File: src/rtl/baud_pkg.sv
// baud_pkg: shared types and constants for the autobaud detector
package baud_pkg;
    typedef enum logic [1:0] {IDLE, WAIT_IDLE, ARMED, MEASURE} state_e;
    localparam int DIV_W_DEF  = 17;
    localparam int CNT_W_DEF  = 20;
    localparam int SYNC_EDGES = 5;
    localparam int ROUND      = 4;
endpackage

File: src/rtl/rx_sync_edge.sv
// rx_sync_edge: 2-flop synchronizer plus falling-edge detector for the RX line
//   clk, rst : clock, synchronous active-high reset
//   rx       : asynchronous serial input, idle high
//   rx_s     : synchronized rx
//   fe       : 1-cycle pulse on a synchronized 1->0 transition
module rx_sync_edge (
    input  logic clk,
    input  logic rst,
    input  logic rx,
    output logic rx_s,
    output logic fe
);
    logic [2:0] sync_q;
    always_ff @(posedge clk)
        if (rst) sync_q <= '1;
        else     sync_q <= {sync_q[1:0], rx};
    assign rx_s = sync_q[1];
    assign fe   = sync_q[2] & ~sync_q[1];
endmodule

File: src/rtl/baud_rate_detector.sv
// baud_rate_detector: measures the bit period of a 0x55 sync character and outputs the baud divisor
//   clk, rst  : clock, synchronous active-high reset
//   start     : 1-cycle pulse, arms (or restarts) a measurement
//   rx        : asynchronous serial line, idle high
//   busy      : measurement in progress
//   done/err  : 1-cycle result pulses (new divisor / rejected)
//   baudeRate : measured divisor, held between measurements
//   Define AUTOBAUD_CHECK_EN to reject frames whose edge-to-edge intervals deviate by more than 12.5%.
module baud_rate_detector
    import baud_pkg::*;
#(
    parameter int DIV_W       = DIV_W_DEF,
    parameter int CNT_W       = CNT_W_DEF,
    parameter int MIN_DIV     = 4,
    parameter int DEFAULT_DIV = 434
) (
    input  logic             clk,
    input  logic             rst,
    input  logic             start,
    input  logic             rx,
    output logic             busy,
    output logic             done,
    output logic             err,
    output logic [DIV_W-1:0] baudeRate
);
    state_e           state_q, state_d;
    logic [CNT_W-1:0] cnt_q, cnt_d;
    logic [2:0]       edges_q, edges_d;
    logic [DIV_W-1:0] baud_q, baud_d;
    logic             done_q, done_d, err_q, err_d;
    logic             rx_s, fe, last_fe, cnt_max, fail, ok, check_bad;
    logic [CNT_W:0]   sum;
    logic [DIV_W-1:0] div;

    rx_sync_edge u_sync (.clk(clk), .rst(rst), .rx(rx), .rx_s(rx_s), .fe(fe));

    assign last_fe = state_q == MEASURE && fe && edges_q == 3'(SYNC_EDGES - 1);
    assign cnt_max = &cnt_q;
    assign sum     = {1'b0, cnt_q} + (CNT_W + 1)'(ROUND);
    assign div     = DIV_W'(sum >> 3);
    assign fail    = div < DIV_W'(MIN_DIV) || check_bad;
    assign ok      = last_fe && !fail;

`ifdef AUTOBAUD_CHECK_EN
    // last_q holds the span count at the previous edge, so cnt_q - last_q is the current interval
    logic [CNT_W-1:0] last_q, first_q, ivl, diff;
    logic             bad_q, ivl_bad;
    assign ivl       = cnt_q - last_q;
    assign diff      = ivl > first_q ? ivl - first_q : first_q - ivl;
    assign ivl_bad   = edges_q != 3'd1 && diff > (first_q >> 3);
    assign check_bad = bad_q | ivl_bad;
    always_ff @(posedge clk)
        if (rst) begin
            last_q  <= '0;
            first_q <= '0;
            bad_q   <= 1'b0;
        end else if (fe) begin
            last_q  <= state_q == MEASURE ? cnt_q : '0;
            first_q <= edges_q == 3'd1 ? ivl : first_q;
            bad_q   <= state_q == MEASURE && check_bad;
        end
`else
    assign check_bad = 1'b0;
`endif

    always_comb begin
        state_d = state_q;
        cnt_d   = cnt_q;
        edges_d = edges_q;
        baud_d  = baud_q;
        done_d  = 1'b0;
        err_d   = 1'b0;
        if (start) begin
            state_d = WAIT_IDLE;
        end else if (state_q == WAIT_IDLE) begin
            state_d = rx_s ? ARMED : WAIT_IDLE;
        end else if (state_q == ARMED && fe) begin
            state_d = MEASURE;
            cnt_d   = CNT_W'(1);
            edges_d = 3'd1;
        end else if (state_q == MEASURE) begin
            cnt_d   = cnt_q + 1'b1;
            edges_d = fe ? edges_q + 3'd1 : edges_q;
            if (last_fe || cnt_max) begin
                state_d = IDLE;
                done_d  = ok;
                err_d   = !ok;
                baud_d  = ok ? div : baud_q;
            end
        end
    end

    always_ff @(posedge clk)
        if (rst) begin
            state_q <= IDLE;
            cnt_q   <= '0;
            edges_q <= '0;
            baud_q  <= DIV_W'(DEFAULT_DIV);
            done_q  <= 1'b0;
            err_q   <= 1'b0;
        end else begin
            state_q <= state_d;
            cnt_q   <= cnt_d;
            edges_q <= edges_d;
            baud_q  <= baud_d;
            done_q  <= done_d;
            err_q   <= err_d;
        end

    assign busy      = state_q != IDLE;
    assign done      = done_q;
    assign err       = err_q;
    assign baudeRate = baud_q;
endmodule

File: config.mk
export PLATFORM = sky130hd
export DESIGN_NAME = baud_rate_detector
export DESIGN_NICKNAME = d
export VERILOG_FILES = /design/src/rtl/baud_pkg.sv /design/src/rtl/rx_sync_edge.sv /design/src/rtl/baud_rate_detector.sv
export SDC_FILE = /design/constraint.sdc
export NUM_CORES = 1
export LEC_CHECK = 0
export ABC_CLOCK_PERIOD_IN_PS = 3000
export CORE_MARGIN = 4
export CORE_UTILIZATION = 57
export DETAILED_ROUTE_END_ITERATION = 6
export HOLD_SLACK_MARGIN = 0.1
export PLACE_DENSITY_LB_ADDON = 0.12
export REMOVE_ABC_BUFFERS = 1
export SLEW_MARGIN = 20
export SYNTH_ARGS = -nofsm -noshare
export SYNTH_HDL_FRONTEND = slang
export SYNTH_HIERARCHICAL = 1
export SYNTH_SLANG_ARGS = --single-unit
export TNS_END_PERCENT = 100
File: constraint.sdc
create_clock -name clk -period 3 [get_ports clk]
set_input_delay 0.6 -clock clk [delete_from_list [all_inputs] [get_ports clk]]
set_output_delay 0.6 -clock clk [all_outputs]
set_load 0.005 [all_outputs]
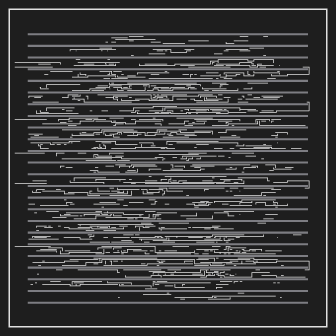
*The metal 1 layer, run 1*
Supply wires on this layer in grey.
longest straight run: 21.6 um
nets with wire on the layer: 293
main direction: horizontal
wire length on this layer: 2,520 um
share of all routed wire: 49%
total detailed-routing wirelength: 5115 um
vias: 2,008

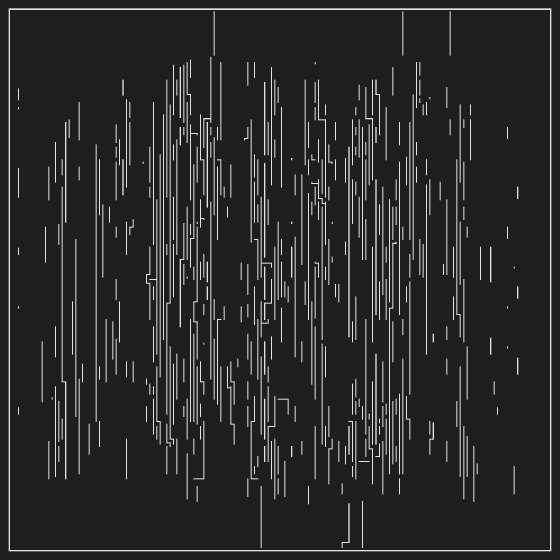
*Signal wires on met2, run 1*
wire length on this layer: 2,310 um
nets with wire on the layer: 252
longest straight run: 37.7 um
share of all routed wire: 45%

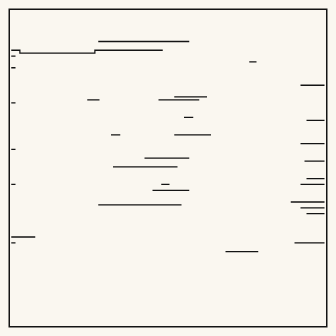
*The metal 3 layer, run 1*
share of all routed wire: 4.1%
wire length on this layer: 212 um
main direction: horizontal
met3 global-route usage: 4.925%

==> changes_impl.md, run 1 <==
## Implementation

* Status: finished, final reports clean
* Leakage at 1.012 nW
* Clock network power share at 37.1%
* Crit-path leading delay family: simple AND/OR/NAND/NOR gates
* Post-DRT Antenna Nets at 0
* Synth cell count leaders: 55 x nor2_1, 47 x dfxtp_1, 22 x xnor2_1, 13 x nand2_1, 13 x xor2_1
* Largest net degree at the start of global routing at 29
* Average cell area after synthesis at 8.354 um^2
* Initial DRC count at 145
* Worst Setup Slack, final at 390.4 ps
* Synth top area share at 38.31%
* Worst setup SP type: register
* Critical path class: register to register
* Die y size at 73.64 um
* Top cells excl fill/tap: 55 x nor2_1, 47 x dfxtp_1, 23 x clkdlybuf4s50_1
* CP Capture Point: baudeRate[8]
* Most common reg cell: dfxtp_1
* Number of cells in Yosys stat at 294
* Maximum operating frequency at 0.3832 GHz
* Placed cells at 353
* Worst Path Arrival at 2800 ps
* Overflow after GRT at 0
* Max-slew violations at 0
* CP Max Fanout at 11
* Setup TNS at 0 ps
* Logic area at 0.001386 mm^2
* Met1 Use GR at 30.58%
* Rows at 23
* Ys async rst share at 0%
* Count leader, synth: nor2_1
* CTS tree: yes
* CTS root buf: clkbuf_8
* Normalized max-slew margin at 51.78%
* Top cells by area: dfxtp_1 38%, nor2_1 8.4%, xnor2_1 7.8%, xor2_1 4.6%, mux2i_1 3.7%
* Non-Filler Instances at 360
* Worst slew pin tran at 723.2 ps
* # setup viols final at 0
* Most numerous logic cell after layout: nor2_1
* First-pass GRT wire length at 9163 um
* Area growth syn-to-layout at 13.91%
* CTS buffer count at 5
* NumNets Final at 318
* Pint at 0.8193 mW
* Drt first pass iters at 4
* DR DRC count at 0
* Mapped Area at 0.002456 mm^2
* H-tree lvl count at 2
==> run 1: cells by family after synthesis <==
kind of cell	Yosys count	synth area share, %
AND/OR/NAND/NOR	133	27.56
flip-flops	47	38.31
AND-OR/OR-AND	35	10.24
XOR/XNOR	35	12.48
buffers and inverters	30	5.247
multiplexers	10	4.126
adder cells (fa/ha/maj)	4	2.038
==> run 1: flip-flops by register name, summed over array words and instances, names as in the netlist <==
register,count
state_q,2
cnt_q,20
edges_q,3
err,1
baudeRate,17
done,1
u_sync/sync_q,3
==> run 1: area by class of cell <==
cell class	instances	area share [%]
clock buffer	6	2.952
timing repair buffer	31	10.38
clock inverter	1	0.1789
inverter	8	1.073
sequential	47	33.63
multi-input combinational	217	49.55
tap	50	2.236
==> inputs of run 2 (changes only) <==
Settings changed: ABC_CLOCK_PERIOD_IN_PS 3000 to 2800.
Clock period 3 ns to 2.8 ns, I/O delays scaled along.
==> changes_impl.md, run 2 <==
## Implementation

* Status: finished, final reports clean (unchanged)
* Rows at 23 (unchanged)
* Count leader, synth: nor2_1 (unchanged)
* Average cell area after synthesis at 8.354 um^2 (unchanged)
* Comb gates at 217 (unchanged)
* Non-clk bufs at 34 (was 31)
* Normalized max-slew margin at 69.90% (was 51.78%)
* Logic area at 0.001391 mm^2 (was 0.001386 mm^2)
* CLK BUF at 5 (was 6)
* Register bank with the most flops: cnt_q (unchanged)
* Top cells excl fill/tap: 55 x nor2_1, 47 x dfxtp_1, 23 x clkdlybuf4s50_1 (unchanged)
* DR DRC count at 0 (unchanged)
* Die y size at 73.64 um (unchanged)
* First-pass GRT wire length at 9163 um (unchanged)
* CTS root buf: clkbuf_8 (unchanged)
* H-tree lvl count at 2 (unchanged)
* CP Max Fanout at 7 (was 11)
* Met3 global-route usage at 4.514% (was 4.925%)
* Synth top area share at 38.31% (unchanged)
* Area growth syn-to-layout at 17.01% (was 13.91%)
* Critical path class: register to register (unchanged)
* Worst setup SP type: register (unchanged)
* Synth cell count leaders: 55 x nor2_1, 47 x dfxtp_1, 22 x xnor2_1, 13 x nand2_1, 13 x xor2_1 (unchanged)
* Registers at 47 (unchanged)
* Largest register FFs at 20 (unchanged)
* Maximum operating frequency at 0.3951 GHz (was 0.3832 GHz)
* Worst slew pin tran at 450.6 ps (was 723.2 ps)
* Number of cells in Yosys stat at 294 (unchanged)
* Inverter count at 8 (unchanged)
* Clock network power share at 45.7% (was 37.1%)
* Pint at 1.041 mW (was 0.8193 mW)
* Largest net degree at the start of global routing at 29 (unchanged)
* Initial DRC count at 139 (was 145)
* NumNets Final at 321 (was 318)
* Worst Setup Slack, final at 269.2 ps (was 390.4 ps)
* CTS buffer count at 5 (unchanged)
## run 2: cell families (layout without fill, tap and decap cells)
| group | after synthesis | after routing | share of synthesized area (%) |
|---|---|---|---|
| buffers and inverters | 30 | 50 | 5.247 |
| XOR/XNOR | 35 | 35 | 12.48 |
| flip-flops | 47 | 47 | 38.31 |
| AND-OR/OR-AND | 35 | 35 | 10.24 |
| multiplexers | 10 | 10 | 4.126 |
| adder cells (fa/ha/maj) | 4 | 4 | 2.038 |
| AND/OR/NAND/NOR | 133 | 133 | 27.56 |
## run 2: worst max-delay path, stage by stage, from the launching register on
cell,delay [ps]
dfxtp_1,490
nand4_2,220
nor4_2,450
mux2_2,380
a41oi_1,310
o31ai_4,120
buf_4,190
a22oi_1,200
nor2_1,50
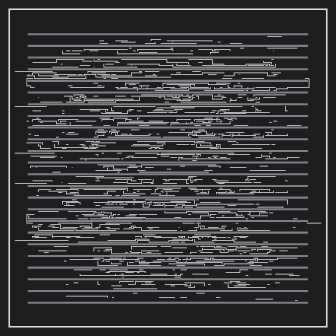
*The metal 1 layer, run 2*
Supply wires on this layer in grey.
nets with wire on the layer: 298
longest straight run: 23.9 um
share of all routed wire: 48%
main direction: horizontal
total detailed-routing wirelength: 5362 um
met1 Use GR: 28.74%
vias: 2,057

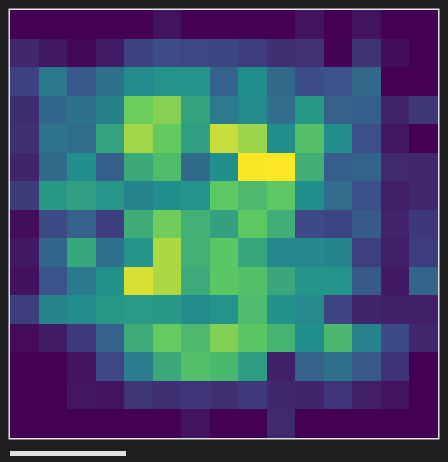
*Wire density map, run 2*
Scale bar: 20 um. The die is cut into 15 by 15 equal tiles; dark purple is low, yellow is high, scaled to the fullest tile. Values are wire area over tile area, all layers added.
densest ninth of the die: centre
fullest tile: 0.48
tiles over half the peak: 28%
mean over tiles: 0.16
nearly empty tiles: 16%

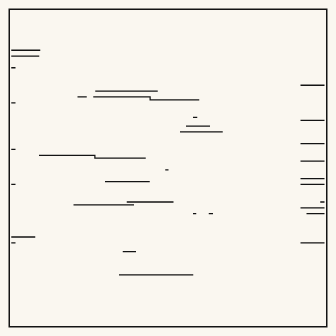
*The metal 3 layer, run 2*
longest straight run: 17.0 um
wire length on this layer: 206 um
nets with wire on the layer: 28
main direction: horizontal

Power is estimated from default activity; no workload was simulated.
